**config.mk**
```make
export PLATFORM = sky130hd
export DESIGN_NAME = cache_arbiter
export DESIGN_NICKNAME = d
export VERILOG_FILES = /design/src/rtl/cache_arbiter.sv
export SDC_FILE = /design/constraint.sdc
export NUM_CORES = 1
export LEC_CHECK = 0
export CAP_MARGIN = 40
export CORE_AREA = 2 2 541 543
export DETAILED_ROUTE_END_ITERATION = 7
export DIE_AREA = 0 0 543 545
export GPL_TIMING_DRIVEN = 0
export PLACE_DENSITY = 0.3
export SLEW_MARGIN = 15
export SYNTH_ARGS = -nofsm -noshare
export SYNTH_HDL_FRONTEND = slang
export SYNTH_SLANG_ARGS = --single-unit
```
**constraint.sdc**
```tcl
create_clock -name clk -period 2.2 [get_ports clk]
set_input_delay 0.33 -clock clk [delete_from_list [all_inputs] [get_ports clk]]
set_output_delay 0.33 -clock clk [all_outputs]
set_load 0.01 [all_outputs]
```
**src/rtl/cache_arbiter.sv**
```systemverilog
// -----------------------------------------------------------------------------
// cache_arbiter
//   Shares the single physical-memory line port between the I-cache and the
//   D-cache miss handlers. One line transaction (I read, D read or D
//   writeback) is in flight at a time. Each requester sees a single-cycle
//   completion pulse that the pipeline stall logic waits on.
//
// Optional feature macro: ARB_STARVE_GUARD_EN
//   Defined   : after STARVE_LIMIT consecutive D grants made while i_read is
//               pending, the next IDLE arbitration goes to I regardless of D.
//   Undefined : strict D-over-I priority, no starvation counter.
//
// Ports
//   clk, rst                  clock (rising edge), async active-low reset
//   i_read, i_addr            I-cache line read request / line address
//   i_rdata, i_resp           line to I-cache, 1-cycle completion pulse
//   d_read, d_write, d_addr   D-cache line read / writeback request, address
//   d_wdata                   D-cache writeback line
//   d_rdata, d_resp           line to D-cache, 1-cycle completion pulse
//   mem_read, mem_write       memory command, held until mem_resp
//   mem_addr, mem_wdata       memory address / write line
//   mem_rdata, mem_resp       memory read line / completion
// -----------------------------------------------------------------------------

// Protocol checker kept apart from the datapath; bound in by the top module.
module cache_arbiter_checker #(
  parameter int STARVE_LIMIT = 4
) (
  input logic        i_clk,
  input logic        i_rst,
  input logic        i_d_read,
  input logic        i_d_write,
  input logic        i_mem_resp,
  input logic        i_serving,
  input logic        i_mem_read,
  input logic        i_mem_write,
  input logic        i_i_resp,
  input logic        i_d_resp,
  input logic [31:0] i_starve_cnt
);

  a_no_rd_wr_both : assert property (@(posedge i_clk) disable iff (!i_rst)
    !(i_d_read && i_d_write));

  a_resp_only_serving : assert property (@(posedge i_clk) disable iff (!i_rst)
    i_mem_resp |-> i_serving);

  a_one_mem_cmd : assert property (@(posedge i_clk) disable iff (!i_rst)
    !(i_mem_read && i_mem_write));

  a_one_resp : assert property (@(posedge i_clk) disable iff (!i_rst)
    !(i_i_resp && i_d_resp));

  a_starve_bound : assert property (@(posedge i_clk) disable iff (!i_rst)
    i_starve_cnt <= 32'(STARVE_LIMIT));

endmodule

module cache_arbiter #(
  parameter int ADDR_WIDTH   = 32,
  parameter int LINE_WIDTH   = 256,
  parameter int STARVE_LIMIT = 4
) (
  input  logic                  clk,
  input  logic                  rst,
  input  logic                  i_read,
  input  logic [ADDR_WIDTH-1:0] i_addr,
  output logic [LINE_WIDTH-1:0] i_rdata,
  output logic                  i_resp,
  input  logic                  d_read,
  input  logic                  d_write,
  input  logic [ADDR_WIDTH-1:0] d_addr,
  input  logic [LINE_WIDTH-1:0] d_wdata,
  output logic [LINE_WIDTH-1:0] d_rdata,
  output logic                  d_resp,
  output logic                  mem_read,
  output logic                  mem_write,
  output logic [ADDR_WIDTH-1:0] mem_addr,
  output logic [LINE_WIDTH-1:0] mem_wdata,
  input  logic [LINE_WIDTH-1:0] mem_rdata,
  input  logic                  mem_resp
);

  localparam logic [1:0] ST_IDLE    = 2'd0;
  localparam logic [1:0] ST_SERVE_I = 2'd1;
  localparam logic [1:0] ST_SERVE_D = 2'd2;
  localparam logic [1:0] ST_RECOVER = 2'd3;

  logic [1:0]            r_state;
  logic [1:0]            w_state_nxt;
  logic                  w_d_req;
  logic                  w_grant_d;
  logic                  w_grant_i;
  logic                  w_serving;
  logic                  w_starve_hit;
  logic [31:0]           w_starve_cnt_ext;

  // The memory command registers double as the latched transaction.
  logic                  r_mem_read;
  logic                  r_mem_write;
  logic [ADDR_WIDTH-1:0] r_mem_addr;
  logic [LINE_WIDTH-1:0] r_mem_wdata;

  assign w_d_req   = d_read | d_write;
  assign w_serving = (r_state == ST_SERVE_I) || (r_state == ST_SERVE_D);

`ifdef ARB_STARVE_GUARD_EN
  localparam int CNT_W = ($clog2(STARVE_LIMIT + 1) < 1) ? 1 : $clog2(STARVE_LIMIT + 1);

  logic [CNT_W-1:0] r_starve_cnt;

  assign w_starve_hit     = i_read && (r_starve_cnt >= CNT_W'(STARVE_LIMIT));
  assign w_starve_cnt_ext = 32'(r_starve_cnt);

  // Starvation counter: counts D grants that overtook a waiting I request.
  always_ff @(posedge clk or negedge rst) begin
    if (!rst) begin
      r_starve_cnt <= '0;
    end else if (w_grant_i) begin
      r_starve_cnt <= '0;
    end else if (w_grant_d && i_read && (r_starve_cnt < CNT_W'(STARVE_LIMIT))) begin
      r_starve_cnt <= r_starve_cnt + CNT_W'(1);
    end else begin
      r_starve_cnt <= r_starve_cnt;
    end
  end
`else
  assign w_starve_hit     = 1'b0;
  assign w_starve_cnt_ext = 32'd0;
`endif

  // IDLE arbitration: starvation override, then D, then I.
  always_comb begin
    w_grant_d = 1'b0;
    w_grant_i = 1'b0;
    if (r_state == ST_IDLE) begin
      if (w_starve_hit) begin
        w_grant_i = 1'b1;
      end else if (w_d_req) begin
        w_grant_d = 1'b1;
      end else if (i_read) begin
        w_grant_i = 1'b1;
      end else begin
        w_grant_i = 1'b0;
      end
    end else begin
      w_grant_d = 1'b0;
    end
  end

  // Next-state logic; RECOVER is a fixed one-cycle bubble so a requester
  // can drop its level request before IDLE samples it again.
  always_comb begin
    w_state_nxt = r_state;
    case (r_state)
      ST_IDLE: begin
        if (w_grant_d) begin
          w_state_nxt = ST_SERVE_D;
        end else if (w_grant_i) begin
          w_state_nxt = ST_SERVE_I;
        end else begin
          w_state_nxt = ST_IDLE;
        end
      end
      ST_SERVE_I, ST_SERVE_D: begin
        if (mem_resp) begin
          w_state_nxt = ST_RECOVER;
        end else begin
          w_state_nxt = r_state;
        end
      end
      ST_RECOVER: w_state_nxt = ST_IDLE;
      default:    w_state_nxt = ST_IDLE;
    endcase
  end

  // State register.
  always_ff @(posedge clk or negedge rst) begin
    if (!rst) begin
      r_state <= ST_IDLE;
    end else begin
      r_state <= w_state_nxt;
    end
  end

  // Memory command registers: loaded on grant, cleared after the mem_resp
  // cycle. Both D strobes high is treated as a writeback.
  always_ff @(posedge clk or negedge rst) begin
    if (!rst) begin
      r_mem_read  <= 1'b0;
      r_mem_write <= 1'b0;
      r_mem_addr  <= '0;
      r_mem_wdata <= '0;
    end else if (w_grant_d) begin
      r_mem_read  <= ~d_write;
      r_mem_write <= d_write;
      r_mem_addr  <= d_addr;
      r_mem_wdata <= d_write ? d_wdata : '0;
    end else if (w_grant_i) begin
      r_mem_read  <= 1'b1;
      r_mem_write <= 1'b0;
      r_mem_addr  <= i_addr;
      r_mem_wdata <= '0;
    end else if (w_serving && mem_resp) begin
      r_mem_read  <= 1'b0;
      r_mem_write <= 1'b0;
      r_mem_addr  <= '0;
      r_mem_wdata <= '0;
    end else begin
      r_mem_read  <= r_mem_read;
      r_mem_write <= r_mem_write;
      r_mem_addr  <= r_mem_addr;
      r_mem_wdata <= r_mem_wdata;
    end
  end

  assign mem_read  = r_mem_read;
  assign mem_write = r_mem_write;
  assign mem_addr  = r_mem_addr;
  assign mem_wdata = r_mem_wdata;

  // Responses are combinational from mem_resp so the stall releases in the
  // same cycle the line arrives; data is forced to zero outside the pulse.
  assign i_resp  = (r_state == ST_SERVE_I) && mem_resp;
  assign d_resp  = (r_state == ST_SERVE_D) && mem_resp;
  assign i_rdata = i_resp ? mem_rdata : '0;
  assign d_rdata = d_resp ? mem_rdata : '0;

  cache_arbiter_checker #(
    .STARVE_LIMIT(STARVE_LIMIT)
  ) u_checker (
    .i_clk        (clk),
    .i_rst        (rst),
    .i_d_read     (d_read),
    .i_d_write    (d_write),
    .i_mem_resp   (mem_resp),
    .i_serving    (w_serving),
    .i_mem_read   (r_mem_read),
    .i_mem_write  (r_mem_write),
    .i_i_resp     (i_resp),
    .i_d_resp     (d_resp),
    .i_starve_cnt (w_starve_cnt_ext)
  );

endmodule

```
==> run_1/layers.png <==
Two of the layers only.
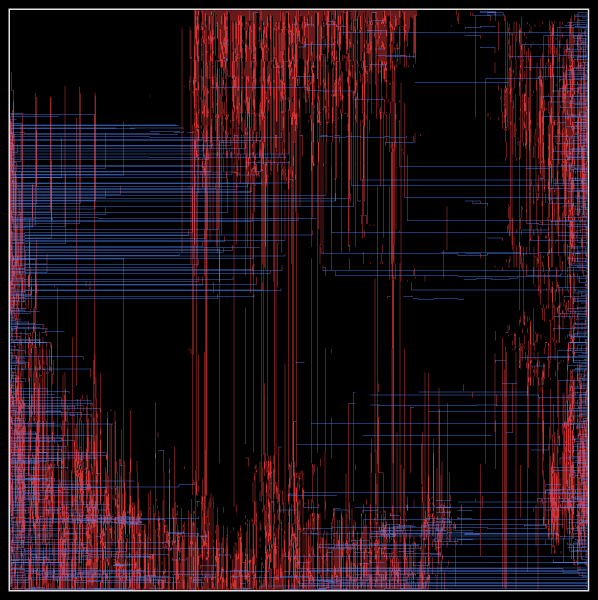
blue -> M3  # wire length 40.5 mm
red -> M2  # wire length 108 mm

==> run_1/route_heat.png <==
The die is cut into 27 by 27 equal tiles; dark purple is low, yellow is high, scaled to the fullest tile. Values are wire area over tile area, all layers added.
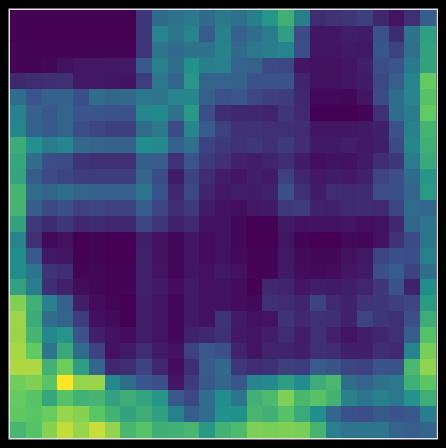
mean over tiles = 0.14
nearly empty tiles = 8.1%
densest ninth of the die = bottom left
tiles over half the peak = 15%
fullest tile = 0.56

==> run_1/clock_nets.png <==
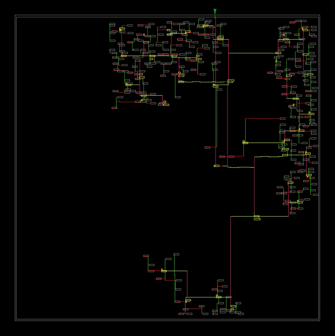
CTS sink cnt: 292
worst-case clock skew: 17.9 ps
Clock buffer cells: 55
CTS Buf Count: 40

==> results.txt, run 1 <==
flow finished, numbers: Logic pwr share 63.5%, largest non-sequential cell family by area simple AND/OR/NAND/NOR gates, CP startpoint r_state[0], run status finished with violations, largest cell class by area non-clock buffers, Placed Instance Area 0.0334 mm2, Top Family by Delay on Critical Path buffers and inverters, register bit total from synthesis 292, cells along the critical path ha_4, buf_12, clkbuf_16, buf_12, clkbuf_16, buf_12, and3_4, buf_6, top contributor to total power combinational logic, most area-consuming cells after synthesis sky130_fd_sc_hd__dfrtp_1 (51%), sky130_fd_sc_hd__and3_1 (22%), sky130_fd_sc_hd__a22o_1 (16%), sky130_fd_sc_hd__clkbuf_1 (3.7%), sky130_fd_sc_hd__a221o_1 (2.2%), Routed met1 length 84400 um, number of global-route vias before repair 19900, final count of negative-setup-slack endpoints 796, most used standard cells in the synthesized netlist sky130_fd_sc_hd__and3_1 (512), sky130_fd_sc_hd__dfrtp_1 (292), sky130_fd_sc_hd__a22o_1 (256), maximum number of buffers from clock root to sink 3, post-CTS setup-driven buffer insertion count 24, number of cell rows 198, clock period minus final worst setup slack 2620 ps, max-slew violations 0, clock network area share 3.59%, RSZ-0062 raised after global routing true, fraction of area in multi-input gates 18.6%, CP Max Fanout 5, final critical-path setup slack -419 ps, clock latency on the worst-skew pair 620 ps, area used by multi-input combinational logic 0.00679 mm2, # Cells Yosys 1324, final RePlAce weighted congestion 0.908, violated checks setup timing, post-synthesis share of cell area spent on and-or and or-and gates 18.4%, met1 track demand over resource in global routing 16.4%, crit-path most repeated cell sky130_fd_sc_hd__buf_12, fraction of standard cell area that is sequential 20.0%, clock tree from TritonCTS yes, number of warnings printed during yosys synthesis 0, combinational power 29.0 mW
==> run_1/util_map.png <==
Bar = 200 um. The die is cut into 27 by 27 equal tiles; dark purple is low, yellow is high, 0 to 100% covered.
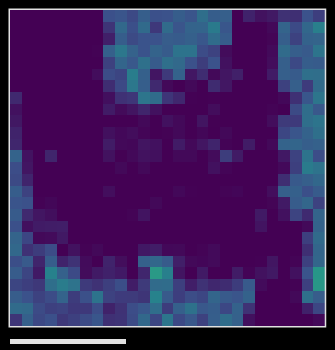

==> inputs of run 2 (changes only) <==
- SETUP_SLACK_MARGIN: not set -> 0.02
- TNS_END_PERCENT: not set -> 10
==> run_2/util_map.png <==
Bar = 200 um. The die is cut into 27 by 27 equal tiles; dark purple is low, yellow is high, 0 to 100% covered.
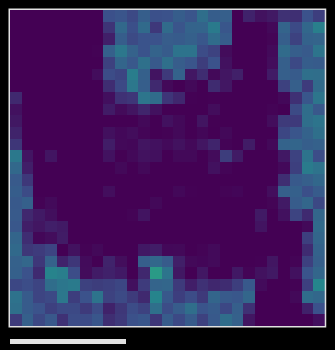
nearly empty tiles = 47%
fullest tile = 54%
mean over tiles = 11%
emptiest ninth of the die = middle
densest ninth of the die = top middle

==> run_2/ff_map.png <==
Bar = 200 um.
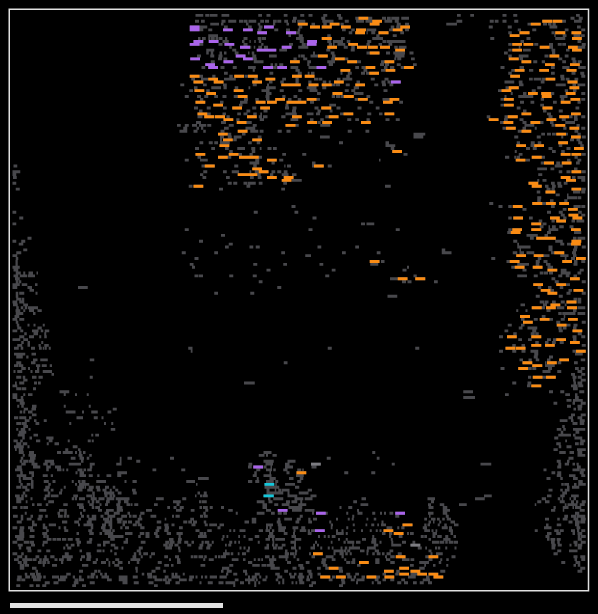
purple -> mem_addr  # placed flops 32, where a vertical strip down the middle
cyan -> r_state  # placed flops 2
orange -> mem_wdata  # placed flops 256
not colored = 2
Register Area: 0.00731 mm2
Final Core Density: 12.7%
fraction of standard cell area that is sequential: 19.9%
Power Sequential: 9.83 mW

==> results.txt, run 2 <==
flow finished, numbers: most area-consuming cells after synthesis sky130_fd_sc_hd__dfrtp_1 (51%), sky130_fd_sc_hd__and3_1 (22%), sky130_fd_sc_hd__a22o_1 (16%), sky130_fd_sc_hd__clkbuf_1 (3.7%), sky130_fd_sc_hd__a221o_1 (2.2%), top contributor to total power combinational logic, Placed Instance Area 0.0334 mm2 (unchanged), clock network area share 3.56% (-0.030 points), RSZ-0062 raised after global routing true, final count of negative-setup-slack endpoints 775 (-2.6%), fraction of area in multi-input gates 18.4% (-0.17 points), worst-case clock skew 16.2 ps (-1.63 ps), clock tree from TritonCTS yes, CP startpoint r_state[0], final RePlAce weighted congestion 0.908 (unchanged), clock latency on the worst-skew pair 620 ps (about the same), Routed met1 length 89800 um (+6.4%), Clock buffer cells 55 (unchanged), largest non-sequential cell family by area simple AND/OR/NAND/NOR gates, post-CTS setup-driven buffer insertion count 19 (-21%), CTS sink cnt 292 (unchanged), maximum number of buffers from clock root to sink 3 (unchanged), Logic pwr share 63.5% (about the same), max-slew violations 0 (unchanged), final critical-path setup slack -401 ps (+17.1 ps), clock period minus final worst setup slack 2600 ps (-17.1 ps), post-synthesis share of cell area spent on and-or and or-and gates 18.4% (unchanged), met1 track demand over resource in global routing 17.5% (+1.1 points), most used standard cells in the synthesized netlist sky130_fd_sc_hd__and3_1 (512), sky130_fd_sc_hd__dfrtp_1 (292), sky130_fd_sc_hd__a22o_1 (256), Top Family by Delay on Critical Path buffers and inverters, area used by multi-input combinational logic 0.00678 mm2 (about the same), largest cell class by area non-clock buffers, violated checks setup timing, number of global-route vias before repair 19900 (-0.11%), run status finished with violations, combinational power 29.0 mW (about the same)
==> run_2/layers.png <==
Two of the layers only.
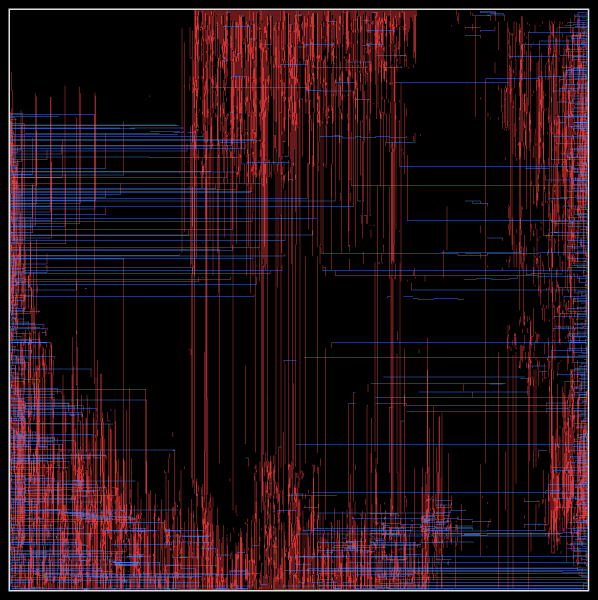
blue -> M3  # wire length 35.2 mm
red -> M2  # wire length 108 mm

==> run_2/clock_nets.png <==
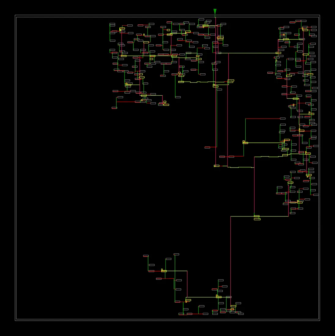

==> inputs of run 3 (changes only) <==
- CELL_PAD_IN_SITES_DETAIL_PLACEMENT: not set -> 1
- CELL_PAD_IN_SITES_GLOBAL_PLACEMENT: not set -> 2
- CORE_AREA: 2 2 541 543 -> 2 2 545 547
- DIE_AREA: 0 0 543 545 -> 0 0 547 549
- PLACE_DENSITY: 0.3 -> 0.38
- REMOVE_ABC_BUFFERS: not set -> 1
- SYNTH_HIERARCHICAL: not set -> 1
==> run_3/clock_nets.png <==
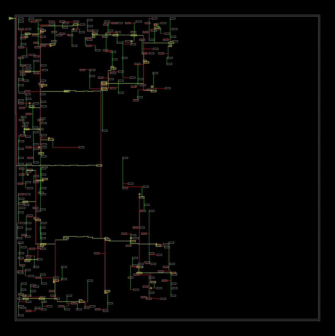
Clock buffer cells: 59
number of sequential cells in the layout: 292
clock latency on the worst-skew pair: 620 ps
Clock net power: 7.10 mW
worst-case clock skew: 32.3 ps

==> run_3/route_heat.png <==
The die is cut into 27 by 27 equal tiles; dark purple is low, yellow is high, scaled to the fullest tile. Values are wire area over tile area, all layers added.
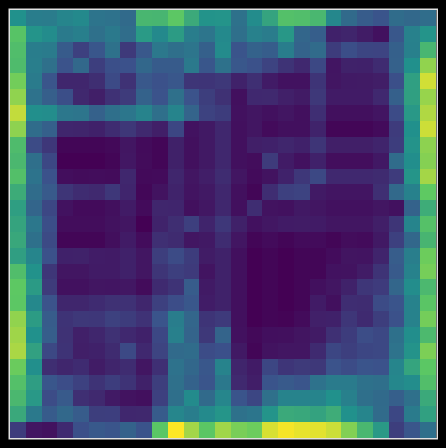
mean over tiles = 0.11
densest ninth of the die = bottom right
emptiest ninth of the die = middle

==> run_3/layers.png <==
Two of the layers only.
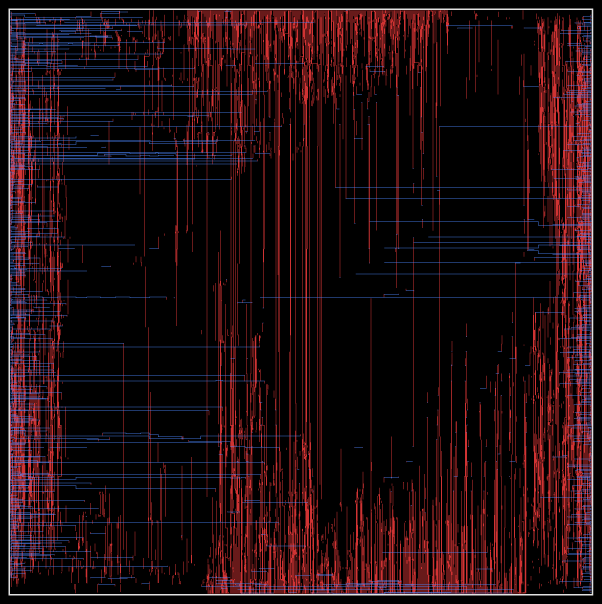
Global Route Usage Sum: 12.3%
vias: 18800

==> results.txt, run 3 <==
flow finished, numbers: maximum number of buffers from clock root to sink 3 (unchanged), final critical-path setup slack -618 ps (-217 ps), most area-consuming cells after synthesis sky130_fd_sc_hd__dfrtp_1 (51%), sky130_fd_sc_hd__and3_1 (22%), sky130_fd_sc_hd__a22o_1 (16%), sky130_fd_sc_hd__clkbuf_1 (3.7%), sky130_fd_sc_hd__a221o_1 (2.2%), largest non-sequential cell family by area simple AND/OR/NAND/NOR gates, post-CTS setup-driven buffer insertion count 43 (+24), combinational power 29.4 mW (+1%), RSZ-0062 raised after global routing true, Final Hold Slack 303 ps, clock period minus final worst setup slack 2820 ps (+217 ps), fraction of standard cell area that is sequential 20.3% (+0.40 points), area used by multi-input combinational logic 0.00634 mm2 (-6.5%), violated checks setup timing, number of global-route vias before repair 19700 (-1.1%), total number of warnings across the stage logs 34, Top Family by Delay on Critical Path buffers and inverters, max-slew violations 0 (unchanged), fraction of area in multi-input gates 17.6% (-0.84 points), final RePlAce weighted congestion 0.953 (+5.0%), clock network area share 3.74% (+0.18 points), most used standard cells in the synthesized netlist sky130_fd_sc_hd__and3_1 (512), sky130_fd_sc_hd__dfrtp_1 (292), sky130_fd_sc_hd__a22o_1 (256), max_slew headroom 46.5%, max FFs per register 256, area growth from synthesis to layout 152%, clock tree from TritonCTS yes, r2r worst-path depth 15, layout net count 3354, met1 track demand over resource in global routing 13.5% (-4.0 points), Routed met1 length 75100 um (-16%), run status finished with violations, top contributor to total power combinational logic, CP startpoint r_state[1], Power Sequential 9.24 mW (-6.0%), Final Core Density 12.2% (-0.46 points), Logic pwr share 64.3% (+0.8 points), Placed Instance Area 0.0333 mm2 (-0.35%), final count of negative-setup-slack endpoints 641 (-17%), largest cell class by area non-clock buffers
Power is estimated from default activity; no workload was simulated.
